Figure 1. Met1 routing (run 1).
Cells faint in the background.
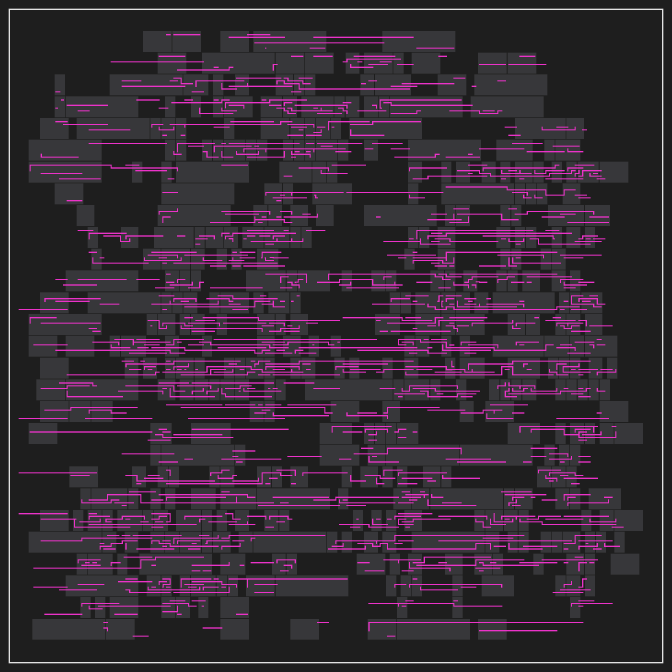
Figure 2. The metal 2 layer (run 1).
Bar = 20 µm.
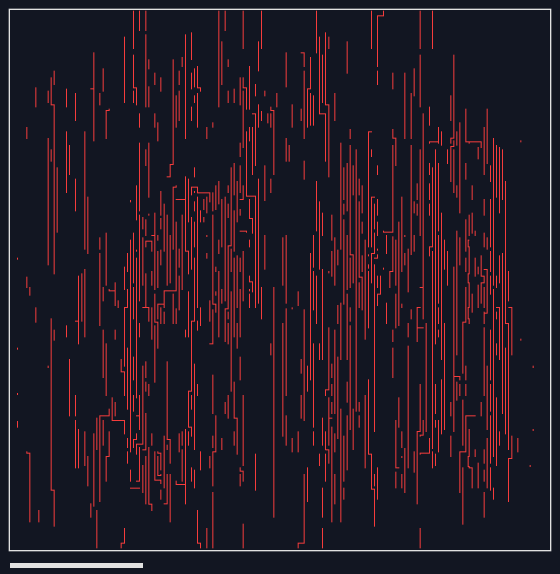
Figure 3. Met3 routing (run 1).
Bar = 20 µm.
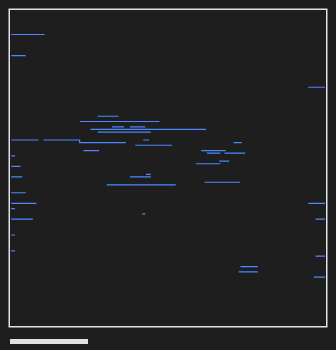
File: src/rtl/player_motion_ctrl.sv
// player_motion_ctrl
//   Vertical motion sequencer for the obstacle game. Runs the jump arc
//   and the pit fall once per frame tick, and owns the run/dead/restart
//   life-cycle. The renderer draws the player at ground_y - height + depth.
//
// Ports:
//   clk          in   system clock
//   reset        in   asynchronous, active-high
//   frame_tick   in   one-cycle pulse per video frame; motion advances on it
//   start        in   pulse; starts from IDLE, restarts from DEAD
//   jump_req     in   pulse from the debounced jump button
//   over_pit     in   level; player column is above a pit
//   hit_obstacle in   level; player sprite overlaps an obstacle
//   height       out  [9:0] offset above ground
//   depth        out  [9:0] offset below ground while falling
//   airborne     out  high in RISE or DESCEND
//   alive        out  high in RUN, RISE, DESCEND or FALL
//   game_over    out  high in DEAD
//   jump_count   out  [7:0] completed jump launches, saturating at 255
module player_motion_ctrl #(
    parameter int unsigned JUMP_STEP  = 7,
    parameter int unsigned JUMP_PEAK  = 112,
    parameter int unsigned FALL_STEP  = 20,
    parameter int unsigned FALL_LIMIT = 480
) (
    input  logic       clk,
    input  logic       reset,
    input  logic       frame_tick,
    input  logic       start,
    input  logic       jump_req,
    input  logic       over_pit,
    input  logic       hit_obstacle,
    output logic [9:0] height,
    output logic [9:0] depth,
    output logic       airborne,
    output logic       alive,
    output logic       game_over,
    output logic [7:0] jump_count
);

    typedef enum logic [2:0] {
        S_IDLE,
        S_RUN,
        S_RISE,
        S_DESCEND,
        S_FALL,
        S_DEAD
    } state_t;

    localparam logic [10:0] JSTEP = 11'(JUMP_STEP);
    localparam logic [10:0] JPEAK = 11'(JUMP_PEAK);
    localparam logic [10:0] FSTEP = 11'(FALL_STEP);
    localparam logic [10:0] FLIM  = 11'(FALL_LIMIT);

    state_t      state, state_nx;
    logic [9:0]  height_nx, depth_nx;
    logic [7:0]  count_nx;
    logic        pending, pending_nx;

    // 11-bit saturating arithmetic so height/depth can never wrap.
    logic [10:0] rise_sum, rise_h, desc_h, fall_sum, fall_d;
    logic [7:0]  count_inc;

    always_comb begin
        rise_sum  = {1'b0, height} + JSTEP;
        rise_h    = (rise_sum >= JPEAK) ? JPEAK : rise_sum;
        desc_h    = ({1'b0, height} <= JSTEP) ? '0 : ({1'b0, height} - JSTEP);
        fall_sum  = {1'b0, depth} + FSTEP;
        fall_d    = (fall_sum >= FLIM) ? FLIM : fall_sum;
        count_inc = (jump_count == 8'hFF) ? jump_count : jump_count + 8'd1;
    end

    always_comb begin
        state_nx   = state;
        height_nx  = height;
        depth_nx   = depth;
        pending_nx = pending;
        count_nx   = jump_count;

        case (state)
            S_IDLE: begin
                height_nx  = '0;
                depth_nx   = '0;
                pending_nx = 1'b0;
                if (start)
                    state_nx = S_RUN;
            end

            S_RUN: begin
                if (hit_obstacle) begin
                    state_nx   = S_DEAD;
                    pending_nx = 1'b0;
                end else if (frame_tick && over_pit) begin
                    state_nx   = S_FALL;
                    height_nx  = '0;
                    depth_nx   = FSTEP[9:0];
                    pending_nx = pending | jump_req;
                end else if (frame_tick && (pending || jump_req)) begin
                    state_nx   = S_RISE;
                    height_nx  = JSTEP[9:0];
                    pending_nx = 1'b0;
                    count_nx   = count_inc;
                end else begin
                    pending_nx = pending | jump_req;
                end
            end

            S_RISE: begin
                if (hit_obstacle) begin
                    state_nx   = S_DEAD;
                    pending_nx = 1'b0;
                end else if (frame_tick) begin
                    height_nx = rise_h[9:0];
                    if (rise_h == JPEAK)
                        state_nx = S_DESCEND;
                end
            end

            S_DESCEND: begin
                if (hit_obstacle) begin
                    state_nx   = S_DEAD;
                    pending_nx = 1'b0;
                end else begin
                    // A press here is buffered and launches on the first
                    // RUN tick after landing.
                    pending_nx = pending | jump_req;
                    if (frame_tick) begin
                        height_nx = desc_h[9:0];
                        if (desc_h == '0) begin
                            if (over_pit) begin
                                state_nx = S_FALL;
                                depth_nx = '0;
                            end else begin
                                state_nx = S_RUN;
                            end
                        end
                    end
                end
            end

            S_FALL: begin
                if (hit_obstacle) begin
                    state_nx   = S_DEAD;
                    pending_nx = 1'b0;
                end else if (frame_tick) begin
                    height_nx = '0;
                    depth_nx  = fall_d[9:0];
                    if (fall_d == FLIM) begin
                        state_nx   = S_DEAD;
                        pending_nx = 1'b0;
                    end
                end
            end

            S_DEAD: begin
                // Restart outranks a coincident collision; the collision is
                // seen again from RUN on the next cycle.
                if (start) begin
                    state_nx   = S_RUN;
                    height_nx  = '0;
                    depth_nx   = '0;
                    pending_nx = 1'b0;
                    count_nx   = '0;
                end
            end

            default: begin
                state_nx   = S_IDLE;
                height_nx  = '0;
                depth_nx   = '0;
                pending_nx = 1'b0;
            end
        endcase
    end

    always_ff @(posedge clk or posedge reset) begin
        if (reset) begin
            state      <= S_IDLE;
            height     <= '0;
            depth      <= '0;
            pending    <= 1'b0;
            jump_count <= '0;
            airborne   <= 1'b0;
            alive      <= 1'b0;
            game_over  <= 1'b0;
        end else begin
            state      <= state_nx;
            height     <= height_nx;
            depth      <= depth_nx;
            pending    <= pending_nx;
            jump_count <= count_nx;
            // Status flags are registered from the next state so they line
            // up with height/depth on the same edge.
            airborne   <= (state_nx == S_RISE) || (state_nx == S_DESCEND);
            alive      <= (state_nx == S_RUN)  || (state_nx == S_RISE) ||
                          (state_nx == S_DESCEND) || (state_nx == S_FALL);
            game_over  <= (state_nx == S_DEAD);
        end
    end

endmodule

File: config.mk
export PLATFORM = sky130hd
export DESIGN_NAME = player_motion_ctrl
export DESIGN_NICKNAME = d
export VERILOG_FILES = /design/src/rtl/player_motion_ctrl.sv
export SDC_FILE = /design/constraint.sdc
export NUM_CORES = 1
export LEC_CHECK = 0
export ABC_AREA = 1
export CAP_MARGIN = 20
export CORE_MARGIN = 2
export CORE_UTILIZATION = 46
export DETAILED_ROUTE_END_ITERATION = 16
export PLACE_DENSITY_LB_ADDON = 0.2
export RECOVER_POWER = 50
export SYNTH_ARGS = -nofsm -noshare
export SYNTH_HDL_FRONTEND = slang
export SYNTH_SLANG_ARGS = --single-unit
File: constraint.sdc
create_clock -name clk -period 5.2 [get_ports clk]
set_input_delay 1.3 -clock clk [delete_from_list [all_inputs] [get_ports clk]]
set_output_delay 1.3 -clock clk [all_outputs]
set_load 0.02 [all_outputs]
==> flow_summary.toml, run 1 <==
# yosys + openroad results
[outcome]
status = "complete, but fails checks"
violations = "max-capacitance violations, max-slew violations"

[final_layout]
buffers_excl_clock = 38
drive_above_1_share_pct = 14.84
signal_buffer_area_fraction_pct = 11.29
seq_share_pct = 26.44
clock_cell_area_share_pct = 3.399
comb_share_pct = 49.17
final_cells = 513
largest_class = "combinational gates"
logic_gates = 297
n_all_inverters = 60
flop-count = 35
post-route-util_pct = 56.63
num-fill-cells = 559
layout_top_cells = "nand2_1, inv_1, nor2_1"

[yosys]
synth_seq_share_pct = 31.75
most_common_cell = "nand2_1"
synth_area_um2 = 2759
synth.avg_cell_area_um2 = 6.985
syn_nets = 407
ys_area_um2 = 2759
synth-seq-cells = 35
yosysTopAreaCellShare_pct = 31.75
synth_warnings = 0

[global_route]
grt_max_degree = 36
busiest_layer = "met2"
grt-ovfl-total = 0
grt_pass1_wl_um = 11590

[clocking]
insertion_delay_ps = 290
cts-root-to-sink-buffers = 2
cts-resized-gates = 0
htreeDepth = 2
clk_pin_slew_ps = 70
postCtsHoldBufs = 0

[pwr]
ir_drop_mv = 0.2445
p_total_uw = 1267
powerSeq_uw = 382

[floorplan]
die_y_um = 81.45
num_rows = 28
initCoreUtil_pct = 47.16
core_um2 = 5851

[critical_path]
cp.depth = 3
critPathBufInv = 3
crit_chain = "dlygate4sd3_1 -> inv_1 -> clkbuf_1"
cp.required_ps = 5220
cp_max_fo = 35

[timing]
skew_ps = 5.322
setup_viol = 0
finalHoldViolCount = 0
maxSlewViolCount = 36

[placement]
place.gp.congestion = 0.9091
dp_slack_ps = 1945
placed_area_um2 = 3208

[route]
met2_length_um = 3403
wl_per_cell_um = 13.50
routed-wl-met3_um = 231

[worst_hold_path]
hp-class = "reg2reg"

[flow_run]
cap_violations = 1
## Picture notes: Figure 1
main direction = horizontal
longest straight run = 26.7 µm
wire length on this layer = 3240 µm
nets with wire on the layer = 404

## Picture notes: Figure 2
wire length on this layer = 3400 µm
share of all routed wire = 49%
nets with wire on the layer = 369
GRT met2 Usage: 38.52%
Vias: 2709
Post-Route WL: 6924 µm

## Picture notes: Figure 3
longest straight run = 29.4 µm
share of all routed wire = 3.3%
nets with wire on the layer = 36
GR Util met3: 3.187%

run 1: worst min-delay path by stage:
stage	startpoint	end	slack, ps	cells after the start
finish	depth[0]	depth[0]	520	1
floorplan	pending	pending	470	2
CTS	depth[0]	depth[0]	540	1
detailed placement	pending	pending	520	2
global route	depth[0]	depth[0]	550	1
global placement	pending	pending	490	2
run 1: logic make-up after synthesis:
family | synth area share, %
AND/OR/NAND/NOR | 38.41
buffers and inverters | 9.070
flip-flops | 31.75
AND-OR/OR-AND | 15.65
adder cells (fa/ha/maj) | 2.268
XOR/XNOR | 2.857
run 1: flip-flops by register name (all words and copies together), names as in the netlist:
register,flops
jump_count,8
height,10
alive,1
pending,1
airborne,1
depth,10
game_over,1
state,3
Figure 4. Clock wiring as the flow saved it (run 1).
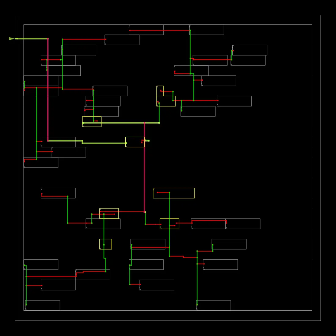

==> run 2: changes to the inputs <==
- clock period: 5.2 -> 3.13 ns (I/O delays scaled with it)
Figure 5. Clock wiring as the flow saved it (run 2).
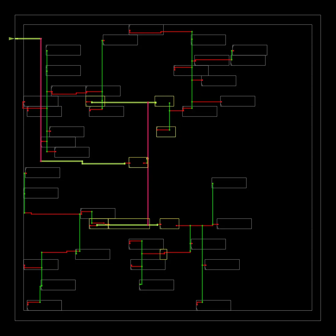
CTS buffer count: 5
worst clock skew: 2.958 ps
Clock Sinks: 35
Latency at later pin: 280 ps
CLK BUF: 6

Figure 6. Met1 routing (run 2).
Cells faint in the background.
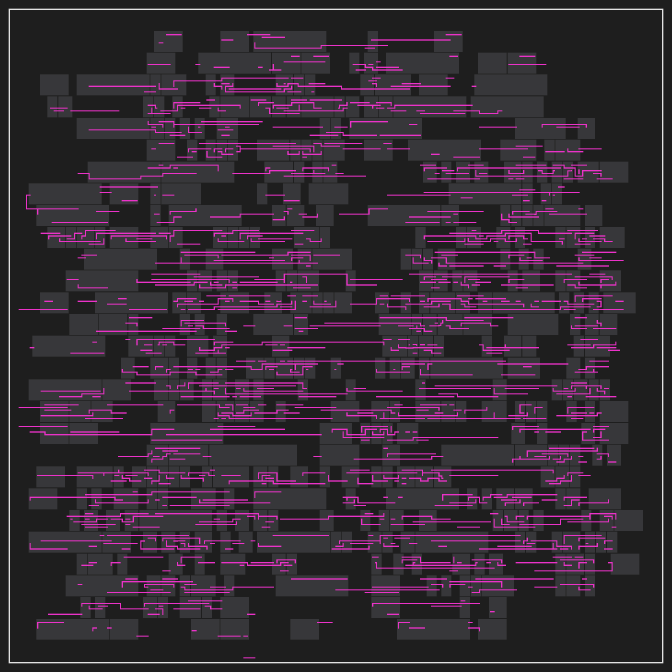
share of all routed wire = 45%
wire length on this layer = 3120 µm

==> run 2 against run 1 <==
Against the previous run:
- the run now ends clean
- total power up 67%
- largest power group unchanged
- cell area up 0.26%
- largest cell class unchanged
- worst setup slack worse by 1200 ps
- highest routed layer unchanged
- synthesized cell count unchanged
==> flow_summary.toml, run 2 <==
# yosys + openroad results
[outcome]
status = "complete, no violations"

[flow_run]
warnings = 29
cap_violations = 0

[critical_path]
setup.worst_path.start = "frame_tick"
r2r-end = "alive"
cp_max_fo = 6
cp.required_ps = 3330

[global_route]
grt_max_degree = 36
gr-usage-met3_pct = 4.396
grtUsageMet2_pct = 38.61
grt_pass1_wl_um = 11610
grt-ovfl-total = 0
busiest_layer = "met2"
grt_pass1_vias = 2556
grt.met1_usage_pct = 29.64

[route]
wl_per_cell_um = 13.63
num_vias = 2715
routed.top_layer = "met4"
met2_length_um = 3460
routed-wl-met3_um = 333
routed_wl_um = 7007
antenna_left = 0

[worst_hold_path]
hold_depth = 2
hp-class = "reg2reg"

[yosys]
most_common_cell = "nand2_1"
simple_gate_area_share_pct = 38.41
xor_area_share_pct = 2.857
syn_nets = 407
synth_area_um2 = 2759
yosys-mux-area-fraction_pct = 0
synth_seq_share_pct = 31.75
ys_area_um2 = 2759
synth-seq-cells = 35
async_flop_share_pct = 100.0
compound_area_share_pct = 15.65
yosys.area_share.adder_pct = 2.268
synth.avg_cell_area_um2 = 6.985
top_area_cell = "dfrtp_1"
synthTopCellsByCount = "nand2_1, inv_1, nor2_1, dfrtp_1, nand3_1"
syn_inst = 395
logic_family = "simple AND/OR/NAND/NOR gates"
synth_warnings = 0
top_cells_by_area = "dfrtp_1, nand2_1, inv_1, nor2_1, nand3_1"
yosysTopAreaCellShare_pct = 31.75
edf_count = 0

[final_layout]
final_cells = 514
synthToLayoutAreaGrowth_pct = 20.41
layout_top_cells = "nand2_1, inv_1, nor2_1"
top_regs = "depth x10, height x10, jump_count x8"
post-route-util_pct = 56.78
drive_above_1_share_pct = 15.03

[clocking]
cts_tree = "done"
cts-resized-gates = 0
postCtsHoldBufs = 0
cts-root-to-sink-buffers = 2
htreeDepth = 2
clk_pin_slew_ps = 70

[timing]
finalHoldViolCount = 0
tns_ps = 0
min_period_ps = 2424
fmax_ghz = 0.4125
maxSlewViolCount = 0
setup_viol = 0

[floorplan]
initCoreUtil_pct = 47.16
die_y_um = 81.45
num_rows = 28
die_w_um = 81.45
die_area_um2 = 6633
core_um2 = 5851

[placement]
place.gp.congestion = 0.9132
placed_area_um2 = 3216
place_hpwl_um = 5538
dp_slack_ps = 401.5

[pwr]
ir_drop_mv = 0.4314
p_total_uw = 2114
Figure 7. Met3 routing (run 2).
Bar = 20 µm.
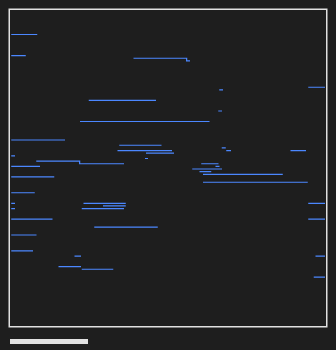
wire length on this layer = 333 µm
share of all routed wire = 4.8%
main direction = horizontal
nets with wire on the layer = 38
longest straight run = 33.1 µm

run 2: area by class of cell:
class	count	area, µm²
flip-flops and latches	35	875.8
inverters	60	227.7
fillers	589	2529
multi-input cells	297	1624
clock inverters	2	35.03
clock buffers	6	82.58
repair buffers	39	382.9
well taps	75	93.84
run 2: worst min path at each step:
stage | start | end | slack, ps
finish | pending | pending | 520
global route | depth[0] | depth[0] | 550
CTS | pending | pending | 530
detailed placement | pending | pending | 510
global placement | pending | pending | 500
floorplan | pending | pending | 470
run 2: where the power goes:
group          internal [µW]  total (µW)  switching [µW]
Combinational            364        1060             696
Sequential               540         635            94.4
Clock                    258         419             161
run 2: worst max-delay path: stages:
cell and delay, ps:
clkdlybuf4s50_1 590, inv_1 150, nor2_1 180, nor2_1 80, a211oi_1 220, nand2_2 150, nor2_4 150, nand2_1 120
o211ai_1 200
Power is estimated from default activity; no workload was simulated.
